--- config.mk ---
export PLATFORM = sky130hd
export DESIGN_NAME = ym3012_rx
export DESIGN_NICKNAME = d
export VERILOG_FILES = /design/src/rtl/ym_audio_pkg.sv /design/src/rtl/ym_sync_edge.sv /design/src/rtl/ym3012_rx.sv
export SDC_FILE = /design/constraint.sdc
export NUM_CORES = 1
export LEC_CHECK = 0
export CAP_MARGIN = 20
export CORE_UTILIZATION = 61
export CTS_CLUSTER_DIAMETER = 80
export CTS_CLUSTER_SIZE = 10
export DETAILED_ROUTE_END_ITERATION = 10
export PLACE_DENSITY = 0.95
export SYNTH_ARGS = -nofsm -noshare
export SYNTH_HDL_FRONTEND = slang
export SYNTH_SLANG_ARGS = --single-unit
--- constraint.sdc ---
create_clock -name sys_clk -period 3.46 [get_ports sys_clk]
set_clock_uncertainty 0.1 [all_clocks]
set_input_delay 0.519 -clock sys_clk [delete_from_list [all_inputs] [get_ports sys_clk]]
set_output_delay 0.519 -clock sys_clk [all_outputs]
set_load 0.05 [all_outputs]
--- src/rtl/ym_audio_pkg.sv ---
// ym_audio_pkg: shared types, word constants and the float-to-PCM decode for the YM serial audio link
package ym_audio_pkg;
  typedef enum logic [1:0] {HUNT, SYNC, GOT_L} rx_state_e;
  localparam int WORD_BITS = 13;
  localparam int MANT_BITS = 10;
  localparam int EXP_BITS  = 3;
  localparam int PCM_WIDTH = 16;
  function automatic logic signed [PCM_WIDTH-1:0] ym_fp_to_pcm(input logic [WORD_BITS-1:0] w);
    logic [EXP_BITS-1:0] e;
    logic signed [PCM_WIDTH-1:0] s;
    e = w[WORD_BITS-1:MANT_BITS];
    // offset-binary mantissa: flipping the top bit yields a signed value, then sign-extend
    s = {{(PCM_WIDTH-MANT_BITS+1){~w[MANT_BITS-1]}}, w[MANT_BITS-2:0]};
    return (e == '0) ? '0 : s <<< (e - 3'd1);
  endfunction
endpackage

--- src/rtl/ym_sync_edge.sv ---
// ym_sync_edge: multi-flop input synchronizer with single-cycle rise/fall event pulses
module ym_sync_edge #(
  parameter int SYNC_STAGES = 2
) (
  input  logic sys_clk,
  input  logic sys_rst_n,
  input  logic d,
  output logic q,
  output logic rise,
  output logic fall
);
  logic [SYNC_STAGES-1:0] sync_q;
  logic prev;
  always_ff @(posedge sys_clk or negedge sys_rst_n) begin
    if (!sys_rst_n) begin
      sync_q <= '0;
      prev   <= 1'b0;
    end else begin
      sync_q <= {sync_q[SYNC_STAGES-2:0], d};
      prev   <= sync_q[SYNC_STAGES-1];
    end
  end
  assign q    = sync_q[SYNC_STAGES-1];
  assign rise = q & ~prev;
  assign fall = ~q & prev;
endmodule

--- src/rtl/ym3012_rx.sv ---
// ym3012_rx: YM2151-style serial DAC link receiver producing signed 16-bit stereo PCM pairs
module ym3012_rx import ym_audio_pkg::*; #(
  parameter int SYNC_STAGES = 2,
  parameter int TIMEOUT     = 1024
) (
  input  logic                        sys_clk,
  input  logic                        sys_rst_n,
  input  logic                        so_clk,
  input  logic                        so,
  input  logic                        sh1,
  input  logic                        sh2,
  output logic signed [PCM_WIDTH-1:0] pcm_l,
  output logic signed [PCM_WIDTH-1:0] pcm_r,
  output logic                        pcm_valid,
  input  logic                        pcm_ready,
  output logic                        overrun,
  output logic                        locked
);
  localparam int TW = $clog2(TIMEOUT + 1);
  logic [3:0] pins, q, rise, fall;
  logic unused_ev;
  logic so_rise, f1, f2, full, timeout, clr, ld_l, pub;
  logic [WORD_BITS-1:0] sr;
  logic [3:0] cnt;
  logic [TW-1:0] to_cnt;
  logic signed [PCM_WIDTH-1:0] hold_l;
  rx_state_e state, nxt;
  assign pins = {sh2, sh1, so, so_clk};
  genvar i;
  for (i = 0; i < 4; i++) begin : g_sync
    ym_sync_edge #(.SYNC_STAGES(SYNC_STAGES)) u_sync (
      .sys_clk(sys_clk), .sys_rst_n(sys_rst_n), .d(pins[i]),
      .q(q[i]), .rise(rise[i]), .fall(fall[i])
    );
  end
  assign unused_ev = ^{q[3:2], q[0], rise[3:1], fall[1:0]};
  assign so_rise = rise[0];
  assign f1      = fall[2];
  assign f2      = fall[3];
  assign full    = cnt == 4'(WORD_BITS);
  assign timeout = to_cnt == TW'(TIMEOUT);
  always_comb begin
    nxt  = state;
    clr  = 1'b0;
    ld_l = 1'b0;
    pub  = 1'b0;
    if (timeout) nxt = HUNT;
    else if (f1 | f2) begin
      clr = 1'b1;
      nxt = SYNC;
      // simultaneous strobes are a protocol error and fall through to SYNC
      if (!(f1 & f2) && full) begin
        if (f1 && state != HUNT) begin
          ld_l = 1'b1;
          nxt  = GOT_L;
        end
        if (f2 && state == GOT_L) pub = 1'b1;
      end
    end
  end
  always_ff @(posedge sys_clk or negedge sys_rst_n) begin
    if (!sys_rst_n) begin
      state     <= HUNT;
      sr        <= '0;
      cnt       <= '0;
      to_cnt    <= '0;
      hold_l    <= '0;
      pcm_l     <= '0;
      pcm_r     <= '0;
      pcm_valid <= 1'b0;
      overrun   <= 1'b0;
      locked    <= 1'b0;
    end else begin
      state <= nxt;
      // strobes see the pre-shift word; a coincident bit then starts the next word
      if (so_rise) sr <= {q[1], sr[WORD_BITS-1:1]};
      if (so_rise) cnt <= clr ? 4'd1 : (full ? cnt : cnt + 4'd1);
      else if (clr) cnt <= '0;
      to_cnt <= so_rise ? '0 : (timeout ? to_cnt : to_cnt + TW'(1));
      if (ld_l) hold_l <= ym_fp_to_pcm(sr);
      if (timeout) locked <= 1'b0;
      else if (pub) locked <= 1'b1;
      if (pub && (!pcm_valid || pcm_ready)) begin
        pcm_l     <= hold_l;
        pcm_r     <= ym_fp_to_pcm(sr);
        pcm_valid <= 1'b1;
      end else if (pub) overrun <= 1'b1;
      else if (pcm_valid && pcm_ready) pcm_valid <= 1'b0;
    end
  end
endmodule

### Placed cells, one color a class

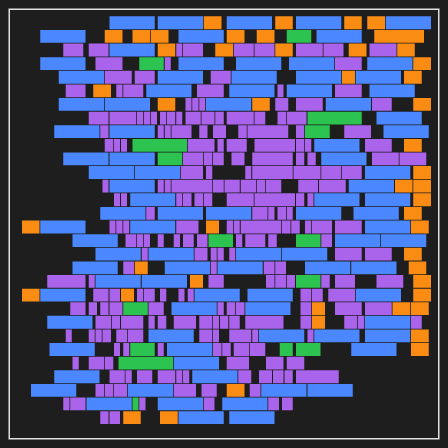
- orange: remaining buffers and delay cells (cells 48; share of their area 9.9%)
- purple: remaining logic cells (cells 232; share of their area 38%)
- green: clock drivers and dummy loads (cells 15; share of their area 4.9%)
- blue: registers (cells 92; share of their area 47%)
final core utilization: 0.734
Core Box Area: 6760 sq um
fraction of standard cell area that is sequential: 0.465

==> notes.md <==
Implementation run completed; key figures follow.

Logic synthesis:
- The run gives the number of cells in the yosys synthesis report as around 340.
- The run puts the number of synthesized register bits at just over 90.
- Post-synthesis, Yosys gives the total cell area as about 4300 sq um.
- The cell type that accounts for the most area after synthesis is dfrtp_1.
- For reference, the top cells by count after synthesis are dfrtp_1, nand2_1, mux2_4, mux2_2, o21ai_0.
- The run gives the cell with the most instances after synthesis as dfrtp_1.
- Looking at the cell usage after synthesis, the top flip-flop cell is dfrtp_1.
- The synthesized netlist contains roughly 49 unique library cells.
- The run gives the share of the synthesized area in the top cell type as 0.541.
- The run gives the portion of the post-synthesis area used by sequential elements as 0.541.
- The run gives the Yosys warning count as 0.
- The run puts the post-synthesis cell area at 4250 sq um.
- The run puts the net count of the mapped netlist at about 350.
- The run gives the number of synthesized flops with an enable pin as 0.

CTS:
- Per the CTS log, the root buffer master is clkbuf_8.
- The run gives the cell resize tally after clock tree synthesis as 0.
- The run puts the post-cts hold-fix buffer tally at 0.
- TritonCTS built the clock tree.
- The run puts the total number of H-tree levels at 3.
- The run puts the number of buffers created by CTS at 9.
- The run puts the post-CTS setup buffer count at 0.
- The run gives the clock slew at the register clock pins of the worst setup and hold paths as 0.08 ns.
- The run gives the number of clock sinks as 92.
- As reported, the later end of the worst-skew pair has a clock insertion delay of 0.36 ns.
- Looking at the clock tree report, the maximum root-to-sink buffer count equals 2.

Power:
- The run puts the areal power density over the cells at slightly below 500 nW/um^2.
- Overall power consumption after layout is estimated at 2.44 mW.
- The run gives the worst ir drop on vdd as 0.285 mV.
- The run gives the leakage power as 2.31 nW.

Finish:
- The run gives the count of nets after finishing as 396.
- The run gives the layout cell share with drive strength beyond 1 as 0.212.
- The run gives the area of combinational cells with multiple inputs as between 1500 and 2000 sq um.
- The run puts the summed area of non-filler cells in the final layout at 4960 sq um.
- The run gives the most common cell after layout, fill and taps aside as dfrtp_1.
- The run puts the count of placed standard cells in the final layout, fillers left out at ~470.
- The run gives the number of diodes added for antenna fixing as 0.
- The run gives the number of fill cells as 408.
- Leaving out fill and tap cells, the most frequent cells in the layout are dfrtp_1, nand2_1, clkdlybuf4s50_1.
- Between the synthesized netlist and the finished layout, the area growth was recorded as 16.5%.

Place:
- Detailed placement finished with a half-perimeter wire length of around 5600 um.
- As logged by OpenROAD, the buffers inserted on ports number around 41.
- After its last routability iteration, the placer logged a weighted congestion of 0.912.
- The detailed placer reported the number of placed instances as ~450.
- The run gives the area after detailed placement as around 4700 sq um.

Critical path:
- Listed in order, past its start point the critical path passes inv_1 > ha_1 > and2_1 > nor2_1 > o21ai_0 > mux2_4.
- The run gives the cell depth of the worst setup path as 6.
- The run puts the cell count of the worst reg-to-reg path at 6.
- The run gives the highest-delay cell along the critical path as dfrtp_1.
- STA classifies the critical path startpoint as a flip-flop.
- The run gives the kind of critical path as reg -> reg.
- The run puts the buffers plus inverters on the worst setup path at 1.
- For this run, the slowest stage of the critical path takes 0.72 ns.
- The kind of cell with the highest combined delay along the critical path is simple AND/OR/NAND/NOR gates.
- STA classifies the critical path endpoint as a flip-flop.
- The run puts the largest fanout of any net on the critical path at 14.
- The data required time reported for the critical path is between 3 and 4 ns.

Routing:
- The run gives the average via count per standard cell as between 6 and 7.
- The run gives the via count as around 2.9k.
- The run gives the average detailed-routed wire length per instance as ~18 um.
- The run gives the total wire length as approximately 8400 um.
- The run puts the count of routing violations after the opening detailed-route iteration at 303.
- The run gives the remaining number of nets flagged by the antenna check after routing as 0.
- The first detailed-routing pass took 4 iterations.

Timing:
- The run gives the worst slack on hold paths as -0.00731 ns.
- The run gives the shortest period the worst path allows as between 2 and 3 ns.
- The run gives the setup TNS after final layout as 0 ns.
- The run gives the hold violation count in the final report as 22.
- The final timing summary puts the cycle share of the worst path at 0.804.
- Based on the critical path, the design can be clocked at up to between 300 and 400 MHz.
- The run gives the total of endpoints with negative setup slack in the final report as 0.
- The run puts the max-slew headroom at the worst pin at 0.482.
- Setup repair after global routing left no endpoint under its margin.

Run status:
- The checks that failed: hold timing.
- The run finished, with violations left.

Floorplanning:
- The run puts the vertical die dimension at between 80 and 90 um.
- The chip occupies 7310 sq um.
- The run puts the site row count at 30.
- The share of the core area taken by cells at floorplan is 0.630.
- The run puts the top-level I/O count at about 42.

Global routing:
- The number of global-route vias before repair was between 2k and 3k.
- Entering global routing, the biggest net connects 93 pins.
- The run gives the initial antenna violation count as 0.
- The first global-routing pass estimated about 14,000 um of wire.
- The run gives the residual overflow from global routing as 0.

Worst hold path:
- The type recorded for the worst min-delay path is in -> async.

Job:
- The run puts the max-capacitance violation count at 0.
- The run gives the count of tool warnings as 29.
### Track usage over the die

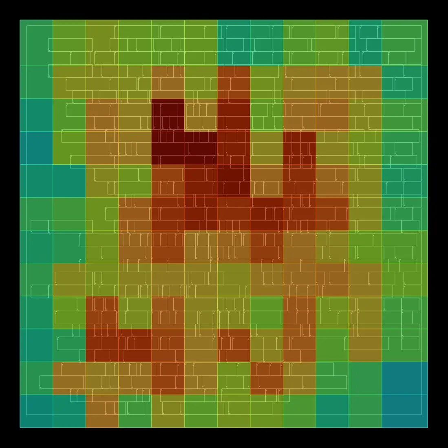
global-route met1 utilization: 0.354
overall routing resource usage: 0.257

-- where the power goes --
group | leakage [nW] | switching (mW) | internal, mW | total (mW)
Combinational | 0.956 | 0.211 | 0.158 | 0.369
Sequential | 1.24 | 0.0975 | 1.13 | 1.23
Clock | 0.116 | 0.351 | 0.496 | 0.847
-- path summary, 6_finish.rpt --
kind,from,to,slack (ns)
min reg2reg,g_sync[3].u_sync.sync_q[0],g_sync[3].u_sync.sync_q[1],0.26
max in group asynchronous,sys_rst_n,g_sync[3].u_sync.prev,2.65
max reg2reg,sr[10],hold_l[14],0.68
max,sr[10],hold_l[14],0.68
min,sys_rst_n,pcm_l[15],-0.007
min in group sys_clk,g_sync[3].u_sync.sync_q[0],g_sync[3].u_sync.sync_q[1],0.26
-- flip-flops by register name, summed over array words and instances, names as in the netlist --
| name | flops |
|---|---|
| state | 2 |
| g_sync.u_sync.prev | 3 |
| cnt | 4 |
| hold_l | 16 |
| sr | 13 |
| pcm_r | 16 |
| pcm_valid | 1 |
| locked | 1 |
| g_sync.u_sync.sync_q | 8 |
| to_cnt | 11 |
| overrun | 1 |
| pcm_l | 16 |
-- cell type report --
cell class,count,share of cell area
flip-flops and latches,92,0.465
well taps,80,0.0202
clock buffers,11,0.0285
repair buffers,48,0.0969
inverters,6,0.00454
clock inverters,4,0.0197
multi-input cells,226,0.366
-- kinds of logic after synthesis --
logic type,synth area share
compound gates,0.0779
xor+xnor,0.0206
fa+ha+maj,0.0176
buf+inv,0.0329
flops,0.541
mux,0.186
simple gates,0.124
-- metal layers --
layer	wire, um	GRT usage	vias up
met1	3680	0.354	1440
met5	0	0	-
li1	-	-	1293
met2	4040	0.399	108
met3	443	0.0366	20
met4	248	0.141	0
Power figures rest on the tool's default switching activity, not on a simulated workload.
